==> config.mk <==
export PLATFORM = sky130hd
export DESIGN_NAME = instruction_fetch_unit
export DESIGN_NICKNAME = d
export VERILOG_FILES = /design/src/rtl/instruction_fetch_unit_pkg.sv /design/src/rtl/instruction_fetch_unit_ras.sv /design/src/rtl/instruction_fetch_unit.sv
export SDC_FILE = /design/constraint.sdc
export NUM_CORES = 1
export LEC_CHECK = 0
export CAP_MARGIN = 30
export CORE_ASPECT_RATIO = 0.8
export CORE_MARGIN = 5
export CORE_UTILIZATION = 50
export DETAILED_ROUTE_END_ITERATION = 8
export GPL_TIMING_DRIVEN = 1
export PLACE_DENSITY = 0.76
export SLEW_MARGIN = 20
export SYNTH_ARGS = -nofsm -noshare
export SYNTH_HDL_FRONTEND = slang
export SYNTH_SLANG_ARGS = --single-unit
==> constraint.sdc <==
create_clock -name Clock -period 3.4 [get_ports Clock]
set_input_delay 0.85 -clock Clock [delete_from_list [all_inputs] [get_ports Clock]]
set_output_delay 0.85 -clock Clock [all_outputs]
set_load 0.01 [all_outputs]
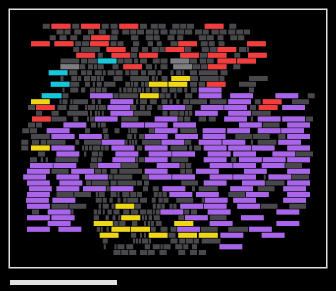
*Where the registers sit, run 1*
Scale bar: 50 um. Other sequential cells in the stronger grey, the rest of the logic in the fainter grey.
- u_ras.mem: purple (placed flops 128)
- u_ras.sp_reg: cyan (placed flops 4; where north-west)
- oInstruction: red (placed flops 28)
- oAddress: yellow (placed flops 16)
- not coloured: 3
area taken by flip-flops and latches: 0.00512 sq mm
proportion of cell area occupied by registers: 53.6%
seq pwr: 3.13 mW
post-layout utilization of the core: 63.7%

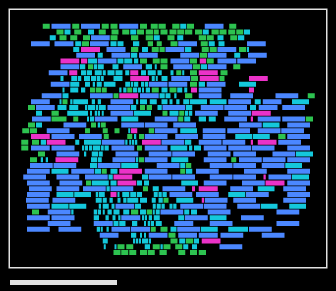
*Placement by cell class, run 1*
Scale bar: 50 um.
- registers: blue (cells 179; share of their area 55%)
- remaining buffers and delay cells: green (cells 133; share of their area 13%)
- clock drivers and dummy loads: magenta (cells 32; share of their area 6.2%)
- remaining logic cells: cyan (cells 269; share of their area 26%)
cell area after layout: 0.00956 sq mm
core outline area: 0.0150 sq mm
number of core rows: 40

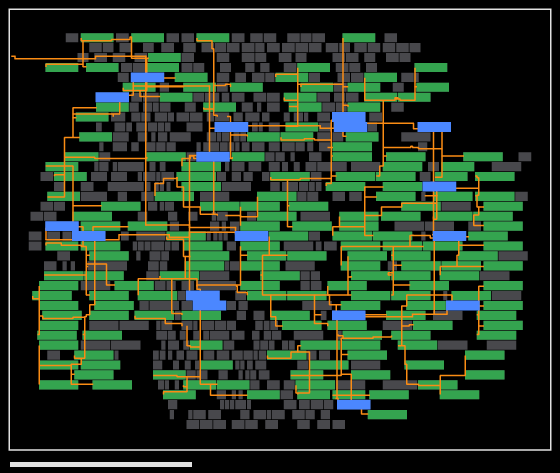
*Routed clock nets over the placement, run 1*
Scale bar: 50 um.
- flip-flops: green (count 179)
- clock wires: orange (length 1940 um)
- clock-net drivers: blue (count 17)
- flops lie: spread over the die
Skew-Pair Late Insertion Delay: 430 ps
Clock group: 1.93 mW

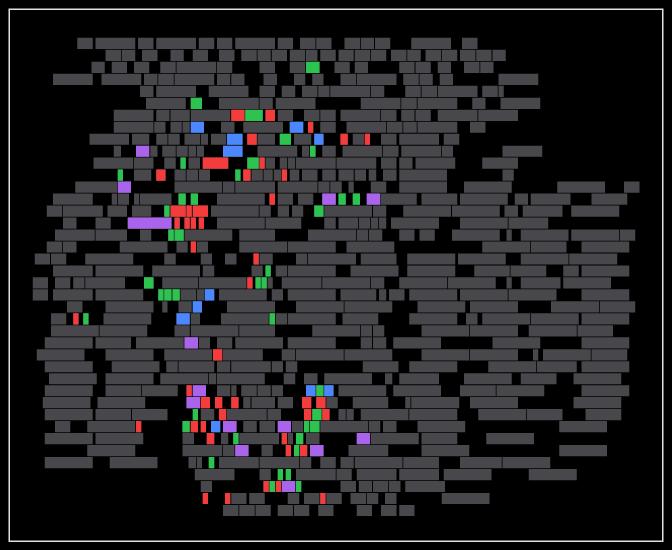
*Gate families picked out, run 1*
- xor and xnor cells: purple (cells 14)
- and/or cells: blue (cells 11)
- nor cells: red (cells 45)
- nand cells: green (cells 40)
share of the final layout cell area in multi-input gates: 24.6%
count of non-filler cells in the finished layout: 802

==> impl_summary.log, run 1 <==
[report] implementation figures
[metrics] # Cells Yosys: 477
[metrics] wire length on met3: 1960 um
[metrics] Post-Synth AOI/OAI Area: 10.5%
[metrics] Final #Nets: 654
[metrics] relative slew slack: 41.0%
[metrics] Well Taps: 189
[metrics] final hold viol count: 0
[metrics] cell types with the highest counts after synthesis: sky130_fd_sc_hd__edfxtp_1, sky130_fd_sc_hd__dfrtp_1, sky130_fd_sc_hd__a22o_1
[metrics] #FFs+latches synth: 179
[metrics] Top non-seq family: multiplexers
[metrics] Synthesized Nets: 531
[metrics] Post-Place Cells: 770
[metrics] area delta synth->final: 25.4%
[metrics] Critical Path AT: 3140 ps
[metrics] async set or reset register ratio after synthesis: 28.5%
[metrics] setup TNS: 0 ps
[metrics] group drawing the most power: sequential cells
[metrics] starting density of the core: 50.8%
[metrics] met2 GRT Util: 33.7%
[metrics] cells along the critical path: clkdlybuf4s50_1 -> nand4b_1 -> a21oi_1 -> nand2_1 -> ha_1 -> a21o_1 -> a21oi_1 -> mux2i_1 -> a21oi_1 -> a21oi_1
[metrics] run status: finished clean
[metrics] CTS tree: built
[metrics] die y size: 120 um
[metrics] worst-case setup slack after placement: 223 ps
[metrics] count of filler cells inserted in the layout: 1070
[metrics] Worst setup EP type: register
[metrics] setup violation total in the final timing report: 0
[metrics] Hold Slack: 478 ps
[metrics] total of clock buffers placed in the layout: 19
[metrics] top cells by area: sky130_fd_sc_hd__edfxtp_1, sky130_fd_sc_hd__dfrtp_1, sky130_fd_sc_hd__mux4_2, sky130_fd_sc_hd__a22o_1, sky130_fd_sc_hd__nor2_1
[metrics] ratio of cells with drive above 1 in the final layout: 18.8%
[metrics] warning total across the stage logs: 27
[metrics] most used flip-flop cell after synthesis: sky130_fd_sc_hd__edfxtp_1
## Run 2: what changed since run 1
==> constraint.sdc (replaced) <==
create_clock -name Clock -period 2.3 [get_ports Clock]
set_input_delay 0.575 -clock Clock [delete_from_list [all_inputs] [get_ports Clock]]
set_output_delay 0.575 -clock Clock [all_outputs]
set_load 0.01 [all_outputs]
==> run 2 against run 1 <==
Synthesized area did not move. Critical path depth did not move. Highest routed layer unchanged. Combinational power rose by 51%. Final cell count rose by 2.7%. Critical path type unchanged. Global-route usage fell by 0.50 points. Cell area rose by 3.7%.
==> impl_summary.log, run 2 <==
[report] implementation figures
[metrics] Well Taps: 189
[metrics] met2 GRT Util: 35.8%
[metrics] area taken by flip-flops and latches: 0.00512 sq mm
[metrics] starting density of the core: 50.8%
[metrics] #FFs+latches synth: 179
[metrics] number of core rows: 40
[metrics] count of non-filler cells in the finished layout: 824
[metrics] area delta synth->final: 29.9%
[metrics] async set or reset register ratio after synthesis: 28.5%
[metrics] Post-Synth AOI/OAI Area: 10.5%
[metrics] core outline area: 0.0150 sq mm
[metrics] top cells by area: sky130_fd_sc_hd__edfxtp_1, sky130_fd_sc_hd__dfrtp_1, sky130_fd_sc_hd__mux4_2, sky130_fd_sc_hd__a22o_1, sky130_fd_sc_hd__nor2_1
[metrics] cell types with the highest counts after synthesis: sky130_fd_sc_hd__edfxtp_1, sky130_fd_sc_hd__dfrtp_1, sky130_fd_sc_hd__a22o_1
[metrics] Clock group: 2.71 mW
[metrics] Synthesized Nets: 531
[metrics] setup TNS: 0 ps
[metrics] run status: finished clean
[metrics] cells along the critical path: clkdlybuf4s50_1 -> nand4b_1 -> a21oi_2 -> nand2_2 -> ha_1 -> a21o_1 -> a21oi_2 -> mux2i_1 -> a21oi_1 -> a21oi_1
[metrics] Hold Slack: 454 ps
[metrics] Final #Nets: 676
[metrics] setup violation total in the final timing report: 0
[metrics] count of filler cells inserted in the layout: 1062
[metrics] total of clock buffers placed in the layout: 20
[metrics] Skew-Pair Late Insertion Delay: 440 ps
[metrics] share of the final layout cell area in multi-input gates: 24.3%
[metrics] warning total across the stage logs: 29
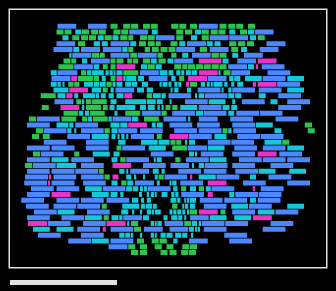
*Placement by cell class, run 2*
Scale bar: 50 um.
- remaining logic cells: cyan (cells 269; share of their area 25%)
- registers: blue (cells 179; share of their area 53%)
- clock drivers and dummy loads: magenta (cells 32; share of their area 5.6%)
- remaining buffers and delay cells: green (cells 155; share of their area 16%)
proportion of cell area occupied by registers: 51.7%
cell area after layout: 0.00991 sq mm
post-layout utilization of the core: 66.0%

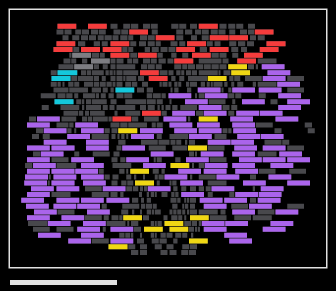
*Where the registers sit, run 2*
Scale bar: 50 um. Other sequential cells in the stronger grey, the rest of the logic in the fainter grey.
- oInstruction: red (placed flops 28)
- oAddress: yellow (placed flops 16)
- u_ras.mem: purple (placed flops 128)
- u_ras.sp_reg: cyan (placed flops 4)
seq pwr: 4.62 mW

Power figures rest on the tool's default switching activity, not on a simulated workload.
